### Pin placement, run 1

(6 px per um) Pins as bars across the die edge, other pins in gray.
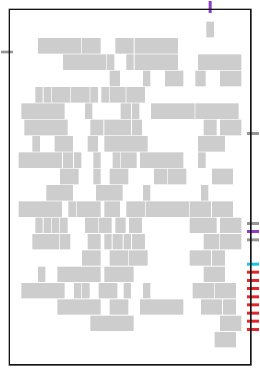
### Met3 routing, run 1

(6 px per um)
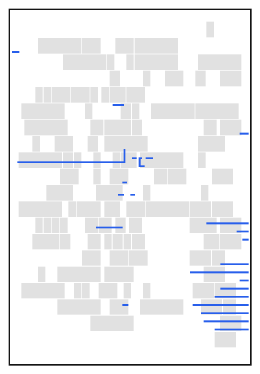
### Routed metal, one color a layer, run 1

(8 px per um) Only two layers are drawn.
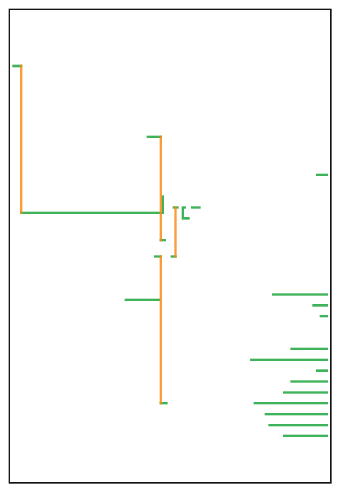
<file path="config.mk">
export PLATFORM = sky130hd
export DESIGN_NAME = chip8_beeper_flat
export DESIGN_NICKNAME = d
export VERILOG_FILES = /design/src/rtl/chip8_beeper_if.sv /design/src/rtl/chip8_beeper.sv /design/src/flat_wrapper.sv
export SDC_FILE = /design/constraint.sdc
export NUM_CORES = 1
export LEC_CHECK = 0
export CAP_MARGIN = 0
export CORE_ASPECT_RATIO = 1.5
export CORE_UTILIZATION = 40
export DETAILED_ROUTE_END_ITERATION = 10
export PLACE_DENSITY_LB_ADDON = 0.08
export SYNTH_ARGS = -nofsm -noshare
export SYNTH_HDL_FRONTEND = slang
export SYNTH_SLANG_ARGS = --single-unit
</file>
<file path="constraint.sdc">
create_clock -name clk -period 2.2 [get_ports clk]
set_clock_uncertainty 0.05 [all_clocks]
set_input_delay 0.44 -clock clk [delete_from_list [all_inputs] [get_ports clk]]
set_output_delay 0.44 -clock clk [all_outputs]
set_load 0.02 [all_outputs]
</file>
<file path="src/rtl/chip8_beeper_if.sv">
// Signal bundle between the CHIP-8 sound timer side and the beeper.
// Used by chip8_beeper (slave modport) and by whoever drives it (master modport).
interface chip8_beeper_if;
  // No handshake: timer_val/enable are levels sampled on every rising clk edge;
  // beep_out/active are registered levels valid after each edge.
  logic [7:0] timer_val;
  logic       enable;
  logic       beep_out;
  logic       active;

  modport master (
    output timer_val,
    output enable,
    input  beep_out,
    input  active
  );

  modport slave (
    input  timer_val,
    input  enable,
    output beep_out,
    output active
  );
endinterface

</file>
<file path="src/rtl/chip8_beeper.sv">
// Square-wave beeper driven by the CHIP-8 sound timer; toggles at TONE_HZ while requested.
// Optional macro CHIP8_BEEPER_DRAIN_EN adds a DRAIN state so a stop never truncates a high half.
module chip8_beeper #(
  parameter int CLK_HZ  = 27000000,
  parameter int TONE_HZ = 440
) (
  input  logic           clk,
  input  logic           rst_n,
  chip8_beeper_if.slave  bus,
  output logic [1:0]     state_dbg_o
);

  localparam int HALF = CLK_HZ / (2 * TONE_HZ);
  localparam int CW   = (HALF > 1) ? $clog2(HALF) : 1;
  localparam logic [CW-1:0] LAST = CW'(HALF - 1);

`ifdef CHIP8_BEEPER_DRAIN_EN
  typedef enum logic [1:0] {IDLE = 2'd0, RUN = 2'd1, DRAIN = 2'd2} state_t;
`else
  typedef enum logic [1:0] {IDLE = 2'd0, RUN = 2'd1} state_t;
`endif

  state_t        state_q;
  logic [CW-1:0] cnt_q;
  logic          beep_q;
  logic          active_q;
  logic          req;

  // Only zero versus non-zero of the timer matters; the timer owns the countdown.
  assign req = (bus.timer_val != 8'd0) && bus.enable;

  always_ff @(posedge clk) begin
    if (!rst_n) begin
      state_q  <= IDLE;
      cnt_q    <= '0;
      beep_q   <= 1'b0;
      active_q <= 1'b0;
    end else begin
      case (state_q)
        IDLE: begin
          cnt_q <= '0;
          if (req) begin
            state_q  <= RUN;
            beep_q   <= 1'b1;
            active_q <= 1'b1;
          end else begin
            beep_q   <= 1'b0;
            active_q <= 1'b0;
          end
        end

        RUN: begin
          if (req) begin
            if (cnt_q == LAST) begin
              cnt_q  <= '0;
              beep_q <= ~beep_q;
            end else begin
              cnt_q <= cnt_q + 1'b1;
            end
`ifdef CHIP8_BEEPER_DRAIN_EN
          end else if (beep_q) begin
            // Finish the high half; counting continues on this same edge.
            if (cnt_q == LAST) begin
              state_q  <= IDLE;
              cnt_q    <= '0;
              beep_q   <= 1'b0;
              active_q <= 1'b0;
            end else begin
              state_q <= DRAIN;
              cnt_q   <= cnt_q + 1'b1;
            end
`endif
          end else begin
            state_q  <= IDLE;
            cnt_q    <= '0;
            beep_q   <= 1'b0;
            active_q <= 1'b0;
          end
        end

`ifdef CHIP8_BEEPER_DRAIN_EN
        DRAIN: begin
          if (req) begin
            // Re-arm keeps count and phase; a wrap here toggles low and stays in RUN.
            state_q <= RUN;
            if (cnt_q == LAST) begin
              cnt_q  <= '0;
              beep_q <= ~beep_q;
            end else begin
              cnt_q <= cnt_q + 1'b1;
            end
          end else if (cnt_q == LAST) begin
            state_q  <= IDLE;
            cnt_q    <= '0;
            beep_q   <= 1'b0;
            active_q <= 1'b0;
          end else begin
            cnt_q <= cnt_q + 1'b1;
          end
        end
`endif

        default: begin
          state_q  <= IDLE;
          cnt_q    <= '0;
          beep_q   <= 1'b0;
          active_q <= 1'b0;
        end
      endcase
    end
  end

  assign bus.beep_out = beep_q;
  assign bus.active   = active_q;
  assign state_dbg_o  = state_q;

endmodule
</file>
<file path="src/flat_wrapper.sv">
// flat-port wrapper written by rule: the top's interface ports become plain ports
module chip8_beeper_flat 
#(
  parameter int CLK_HZ  = 27000000,
  parameter int TONE_HZ = 440
)
  (clk, rst_n, state_dbg_o, bus_timer_val, bus_enable, bus_beep_out, bus_active);
  chip8_beeper_if bus_i ();
  input  logic clk;
  input  logic rst_n;
  output logic [1:0] state_dbg_o;
  input wire logic [$bits(bus_i.timer_val)-1:0] bus_timer_val;
  input wire logic [$bits(bus_i.enable)-1:0] bus_enable;
  output wire logic [$bits(bus_i.beep_out)-1:0] bus_beep_out;
  output wire logic [$bits(bus_i.active)-1:0] bus_active;
  assign bus_i.timer_val = bus_timer_val;
  assign bus_i.enable = bus_enable;
  assign bus_beep_out = bus_i.beep_out;
  assign bus_active = bus_i.active;
  chip8_beeper #(.CLK_HZ(CLK_HZ), .TONE_HZ(TONE_HZ)) u_core (.clk(clk), .rst_n(rst_n), .bus(bus_i), .state_dbg_o(state_dbg_o));
endmodule
</file>
==> metrics.cfg, run 1 <==
[synthesis]
synthArstFlopShare = 0
yosys-stat-area_um2 = 867
synth.top_cells.by_area = dfxtp_1 42%, xnor2_1 13%, nor2_1 7.8%
ys_ff = 18
yosys.area.top_type = dfxtp_1
ff_type = dfxtp_1
netlist_area_um2 = 867
syn-num-nets = 110
edf_count = 0
ys_sh_simple = 0.297
synth_cell_types = 24
synth_seq_share = 0.416
xor_share = 0.152
common_cells = 18 x dfxtp_1, 18 x nor2_1, 13 x xnor2_1
ys_top_logic_family = simple AND/OR/NAND/NOR gates
compound_area_frac = 0.0144

[pwr]
switching_share = 0.267
power_leakage_nw = 0.332
p_per_area_nw_per_um2 = 680
power.internal_uw = 518
power_leader = sequential cells
seqPwrFrac = 0.511
ir_drop_mv = 0.322
p_seq_uw = 361
powerClk_uw = 209
total_power_uw = 706
switching_power_uw = 189
p_comb_frac = 0.192

[routing]
wl_per_cell_um = 12.2
drtIter0Drc = 22
antenna_left = 0
vias_per_cell = 5.28
wl_um = 1610
drc_errors = 0

[job]
warnings = 28

[critical_path]
cp.buffers_inverters = 1
cp-end-kind = primary output
critPathMaxStageDelay_ns = 0.64
arrival_ns = 1.37
worstPathMaxFanout = 5
critical-path-top-delay-family = buffers and inverters

[global_routing]
grt_pass1_wl_um = 2660
grt_pass1_vias = 675
antenna_found_initial = 0
grt-ovfl-total = 0
grt_usage = 0.164

[cells_and_area]
buffer_area_frac = 0.125
ff_count = 18
synthToLayoutAreaGrowth_pct = 19.8
seq_area_um2 = 360
antenna_cells = 0
inverters = 5
finalInstanceArea_um2 = 1040
clock_area_frac = 0.0349
largestClassByArea = multi-input combinational cells
drive_gt1_frac = 0.0636
comb_area_frac = 0.448
logic_area_um2 = 465
logic_gates = 70
final_cells = 132
nClkBuffers = 4
seq_share = 0.347
final_cell_mix = 18 x nor2_1, 18 x dfxtp_1, 13 x xnor2_1, 13 x clkdlybuf4s50_1
nNetsFinal = 126

[outcome]
status = finished, final reports clean

[clocking]
cts_sinks = 18
post_cts_resized = 0
root_buffer = clkbuf_4
hold_buffers = 0
post_cts_buffers = 0
insertion_delay_ns = 0.30
clk_pin_slew_ns = 0.11

[place]
io_buffers = 13
dpl.hpwl_um = 1220
dp.cells = 128

[floorplanning]
taps = 22
ios = 15
core.rowCount = 20
die-area_um2 = 2360

[final_timing]
rsz0062_at_grt = false
tns_ns = 0
fin_ws_ns = 0.339
finalHoldViolations = 0
fin_crit_sh = 0.846
setup_viol = 0

[min_path]
hold_class = reg -> reg

Notes on 'Pin placement' above:
| color | port | pins | direction | edge |
|---|---|---|---|---|
| red | `bus_timer_val` | 8 | input | right |
| purple | `state_dbg_o` | 2 | output | 1 right, 1 top |
| cyan | `bus_enable` | 1 | input | right |

Notes on 'Met3 routing' above:
main direction: horizontal
longest straight run: 17.7 um
share of all routed wire: 6.0%
wire length on this layer: 96.1 um

Notes on 'Routed metal, one color a layer' above:
| color | layer | wire length |
|---|---|---|
| green | M3 | 96.1 um |
| orange | M4 | 55.8 um |

## run 1: state kept, by name, summed over array words and instances, names as in the netlist
| register | count |
|---|---|
| u_core.state_dbg_o | 1 |
| u_core.bus.beep_out | 1 |
| u_core.bus.active | 1 |
| u_core.cnt_q | 15 |
## run 1: final timing paths
path                         start          endpoint  slack [ns]  cells after the start
max          u_core.state_dbg_o[0]    state_dbg_o[0]        0.34                      1
min                u_core.cnt_q[0]   u_core.cnt_q[0]        0.43                      1
max reg2reg        u_core.cnt_q[0]  u_core.cnt_q[10]        0.64                      6
min reg2reg        u_core.cnt_q[0]   u_core.cnt_q[0]        0.43                      1
## run 1: layer usage
metal,share of wire,vias to the layer above,global-route usage
met5,0,-,0
met4,0.034,0,0.103
met3,0.060,8,0.0226
met2,0.51,26,0.281
met1,0.39,317,0.175
li1,-,346,-
### M1 wires, run 1

(10 px per um) Supply wires on this layer in gray.
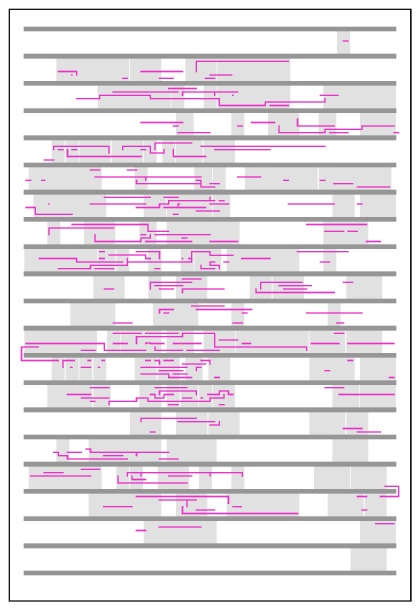

==> run 2: changes to the inputs <==
==> constraint.sdc (replaced) <==
create_clock -name clk -period 1.6 [get_ports clk]
set_clock_uncertainty 0.05 [all_clocks]
set_input_delay 0.32 -clock clk [delete_from_list [all_inputs] [get_ports clk]]
set_output_delay 0.32 -clock clk [all_outputs]
set_load 0.02 [all_outputs]
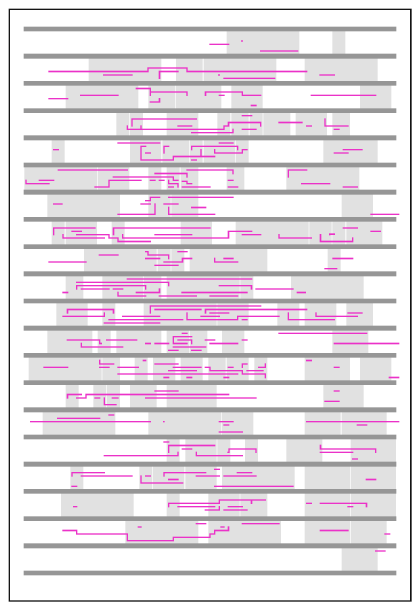
*M1 wires, run 2*
(10 px per um) Supply wires on this layer in gray.
share of all routed wire: 40%
nets with wire on the layer: 113
wire length on this layer: 703 um

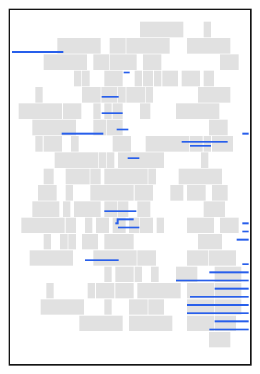
*Met3 routing, run 2*
(6 px per um)
nets with wire on the layer: 21
main direction: horizontal
wire length on this layer: 121 um

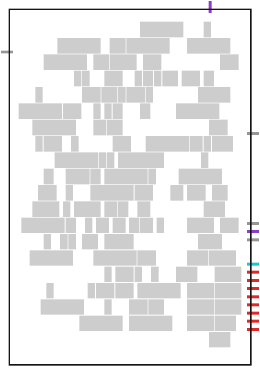
*Pin placement, run 2*
(6 px per um) Pins as bars across the die edge, other pins in gray.
| color | port | pins | direction | edge |
|---|---|---|---|---|
| purple | `state_dbg_o` | 2 | output | 1 right, 1 top |
| cyan | `bus_enable` | 1 | input | right |
| red | `bus_timer_val` | 8 | input | right |

==> metrics.cfg, run 2 <==
[global_routing]
use_met2 = 0.281  ; unchanged
use_met3 = 0.0338  ; +0.0113
grt_pass1_wl_um = 2550  ; -4.1%
grt-busiest-layer = met2
grt_pass1_vias = 648  ; -4.0%
grt_usage = 0.161  ; -0.00270

[place]
io_buffers = 13  ; unchanged
dpl.hpwl_um = 1240  ; +1.9%
dp.cells = 133  ; +3.9%

[cells_and_area]
largest_register = u_core.cnt_q
logic_area_um2 = 513  ; +10%
final_cells = 138  ; +4.5%
synthToLayoutAreaGrowth_pct = 30.6
buffer_area_frac = 0.156  ; +0.0305
largestClassByArea = multi-input combinational cells
drive_gt1_frac = 0.147  ; +0.0829
largest_register_ff_count = 15  ; unchanged
seq_area_um2 = 360  ; unchanged
comb_area_frac = 0.453  ; +0.00485
finalInstanceArea_um2 = 1130  ; +9.0%
logic_gates = 71  ; +1.4%

[pwr]
power_leader = sequential cells
p_seq_uw = 483  ; +34%
seqPwrFrac = 0.489  ; -0.022
power.internal_uw = 718  ; +39%
power_leakage_nw = 0.451  ; +36%
powerClk_uw = 286  ; +37%

[critical_path]
cp-end-kind = flip-flop
rrSetupSlack_ns = 0.11  ; -0.53 ns

[job]
warnings = 28  ; unchanged

[clocking]
insertion_delay_ns = 0.30  ; about the same
cts_sinks = 18  ; unchanged
root_buffer = clkbuf_4
hold_buffers = 0  ; unchanged
clk_pin_slew_ns = 0.10  ; about the same

[routing]
antenna_left = 0  ; unchanged
drc_errors = 0  ; unchanged
wl_per_cell_um = 12.7  ; +4.1%
dr_wl_met2_um = 871  ; +5.6%
drtIter0Drc = 14  ; -36%
wl_met3_um = 121  ; +26%
met1Wirelength_um = 702  ; +11%
wl_um = 1750  ; +8.8%
vias_per_cell = 5.21  ; -1.3%

[synthesis]
compound_area_frac = 0.0144  ; unchanged
yosys.area.top_type = dfxtp_1
ys_top_logic_family = simple AND/OR/NAND/NOR gates
synth_cell_types = 24  ; unchanged
common_cells = 18 x dfxtp_1, 18 x nor2_1, 13 x xnor2_1
ys_ff = 18  ; unchanged
xor_share = 0.152  ; unchanged
ys_sh_simple = 0.297  ; unchanged
synthArstFlopShare = 0  ; unchanged
synth_seq_share = 0.416  ; unchanged
netlist_area_um2 = 867  ; unchanged
syn-num-nets = 110  ; unchanged

[floorplanning]
core.rowCount = 20  ; unchanged
ios = 15  ; unchanged

[final_timing]
setup_viol = 0  ; unchanged
finalHoldViolations = 0  ; unchanged
tns_ns = 0  ; unchanged
fin_crit_sh = 0.951
fin_ws_ns = 0.0785  ; -0.261 ns

[outcome]
status = finished, final reports clean

run 2: cell counts after synthesis:
Identical to the previous run, type by type.
run 2: path summary, 6_finish.rpt:
check | start | end | depth (start not counted)
max reg2reg | u_core.cnt_q[11] | u_core.bus.beep_out | 5
min reg2reg | u_core.cnt_q[0] | u_core.cnt_q[0] | 1
min | u_core.cnt_q[0] | u_core.cnt_q[0] | 1
max | bus_timer_val[7] | u_core.state_dbg_o[0] | 6
run 2: timing repair:
item                                    in CTS  in global routing
setup buffers                                0                  0
resized                                      5                 10
pin swaps                                    1                  5
endpoints found under the setup margin      20                 17
gates cloned                                 0                  1
run 2: critical path, stage by stage:
cell and delay (ns):
clkdlybuf4s50_1 0.41, nor4_2 0.25, a21boi_2 0.12, ha_1 0.32
xnor2_1 0.12, and2_1 0.14
==> run 3: changes to the inputs <==
--- a/config.mk
+++ b/config.mk
@@ -5,6 +5,7 @@
 export SDC_FILE = /design/constraint.sdc
 export NUM_CORES = 1
 export LEC_CHECK = 0
+export ABC_CLOCK_PERIOD_IN_PS = 1600
 export CAP_MARGIN = 0
 export CORE_ASPECT_RATIO = 1.5
 export CORE_UTILIZATION = 40
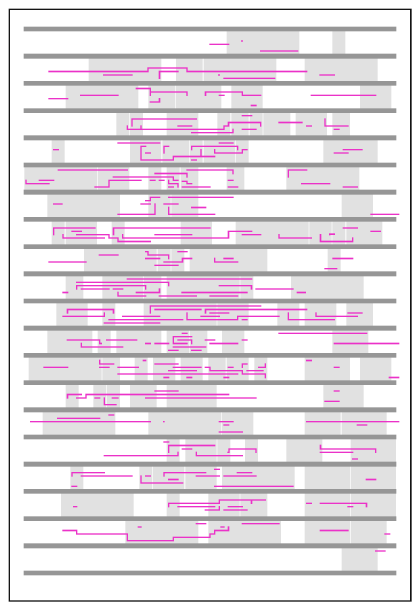
*M1 wires, run 3*
(10 px per um) Supply wires on this layer in gray.
longest straight run: 14.3 um
main direction: horizontal
wire length on this layer: 703 um
nets with wire on the layer: 113

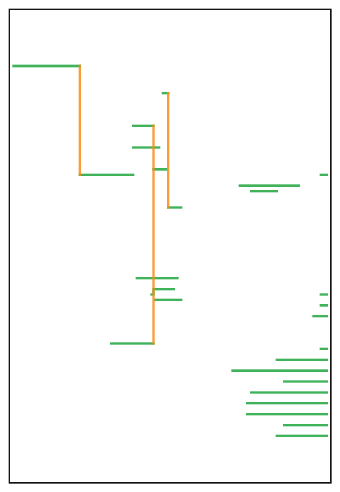
*Routed metal, one color a layer, run 3*
(8 px per um) Only two layers are drawn.
| color | layer | wire length |
|---|---|---|
| orange | M4 | 55.1 um |
| green | M3 | 121 um |

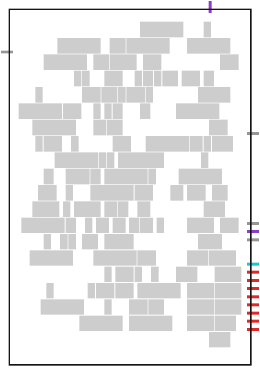
*Pin placement, run 3*
(6 px per um) Pins as bars across the die edge, other pins in gray.
| color | port | pins | direction | edge |
|---|---|---|---|---|
| red | `bus_timer_val` | 8 | input | right |
| cyan | `bus_enable` | 1 | input | right |
| purple | `state_dbg_o` | 2 | output | 1 right, 1 top |

==> metrics.cfg, run 3 <==
[outcome]
status = finished, final reports clean

[cells_and_area]
largest_register_ff_count = 15  ; unchanged
final_cell_mix = 18 x nor2_1, 18 x dfxtp_1, 13 x xnor2_1
final_cells = 138  ; unchanged
synthToLayoutAreaGrowth_pct = 30.6  ; unchanged
finalInstanceArea_um2 = 1130  ; unchanged
fin_util = 0.559
antenna_cells = 0
logic_area_um2 = 513  ; unchanged
drive_gt1_frac = 0.147  ; unchanged
seq_area_um2 = 360  ; unchanged
largest_register = u_core.cnt_q

[synthesis]
ys_top_logic_family = simple AND/OR/NAND/NOR gates
xor_share = 0.152  ; unchanged
compound_area_frac = 0.0144  ; unchanged
edf_count = 0
ys_ff = 18  ; unchanged
ys_sh_adder = 0.0577
synth_cell_types = 24  ; unchanged
syn-instance-count = 95
synth.top_cells.by_area = dfxtp_1 42%, xnor2_1 13%, nor2_1 7.8%
ys_sh_simple = 0.297  ; unchanged
ys_sh_mux = 0.0115
syn-num-nets = 110  ; unchanged
synth_seq_share = 0.416  ; unchanged
yosys_cells = 95
netlist_area_um2 = 867  ; unchanged
common_cells = 18 x dfxtp_1, 18 x nor2_1, 13 x xnor2_1
yosys.area.top_type = dfxtp_1
synthArstFlopShare = 0  ; unchanged

[floorplanning]
fp-utilization = 0.428
ios = 15  ; unchanged
core_area_um2 = 2030
core.rowCount = 20  ; unchanged

[routing]
wl_per_cell_um = 12.7  ; unchanged
drc_errors = 0  ; unchanged
drtIter0Drc = 14  ; unchanged
wl_met3_um = 121  ; unchanged
dr_wl_met2_um = 871  ; unchanged
vias_per_cell = 5.21  ; unchanged
dr.pass1.iters = 4
met1Wirelength_um = 702  ; unchanged
wl_um = 1750  ; unchanged
antenna_left = 0  ; unchanged

[critical_path]
crit_start = bus_timer_val[7]
critPathLaunchType = primary input
cp-end-kind = flip-flop
rrSetupSlack_ns = 0.11  ; about the same
cp-endpoint = u_core.state_dbg_o[0]
r2r_cells = 5  ; unchanged
reg2reg_from = u_core.cnt_q[11]
r2r_end = u_core.bus.beep_out
worstPathMaxFanout = 3

[final_timing]
fin_ws_ns = 0.0785  ; unchanged
finalHoldViolations = 0  ; unchanged
setup_viol = 0  ; unchanged
fmax_mhz = 657
rsz0062_at_grt = false
min_period_ns = 1.52
fin_crit_sh = 0.951  ; unchanged
whs_ns = 0.426
tns_ns = 0  ; unchanged

[clocking]
insertion_delay_ns = 0.30  ; about the same
clk_pin_slew_ns = 0.10  ; about the same
post_cts_buffers = 0  ; unchanged
cts_sinks = 18  ; unchanged
root_buffer = clkbuf_4
numCtsBuffers = 3
htreeDepth = 1

[place]
dpl_cell_area_um2 = 1040
io_buffers = 13  ; unchanged
dp.cells = 133  ; unchanged
dpl.hpwl_um = 1240  ; unchanged

[pwr]
power_leakage_nw = 0.451  ; unchanged
total_power_uw = 986

[min_path]
min_from = u_core.cnt_q[0]
hold_end = u_core.cnt_q[0]
whs_path_depth = 1  ; unchanged

[global_routing]
use_met1 = 0.159
grt_usage = 0.161  ; unchanged
grt-busiest-layer = met2
grt-ovfl-total = 0
grt_pass1_wl_um = 2550  ; unchanged
use_met3 = 0.0338  ; unchanged
use_met2 = 0.281  ; unchanged
grt_pass1_vias = 648  ; unchanged

[job]
cap_viol_max_count = 0
warnings = 28  ; unchanged

## run 3: cell counts in the layout (fill, tap and decap cells not counted)
Identical to the previous run, type by type.
## run 3: power breakdown
part           internal [mW]  switching (mW)
logic                  0.108           0.109
registers              0.471          0.0117
clock network          0.139           0.147
## run 3: repair_timing
action / CTS / global route
cloned: 0 / 1
hold buffers: 0 / 0
setup endpoints to repair: 20 / 17
resized: 5 / 10
pin swaps: 1 / 5
## run 3: worst max-delay path, cell delays in order
cell	delay, ns
clkdlybuf4s50_1	0.41
nor4_2	0.25
a21boi_2	0.12
ha_1	0.32
xnor2_1	0.12
and2_1	0.14
## run 3: final cells by class
cell class | instances | area share
clock buffer | 4 | 0.0320
inverter | 5 | 0.0166
multi-input combinational | 71 | 0.453
sequential | 18 | 0.318
tap | 22 | 0.0243
timing repair buffer | 18 | 0.156
Power figures rest on the tool's default switching activity, not on a simulated workload.
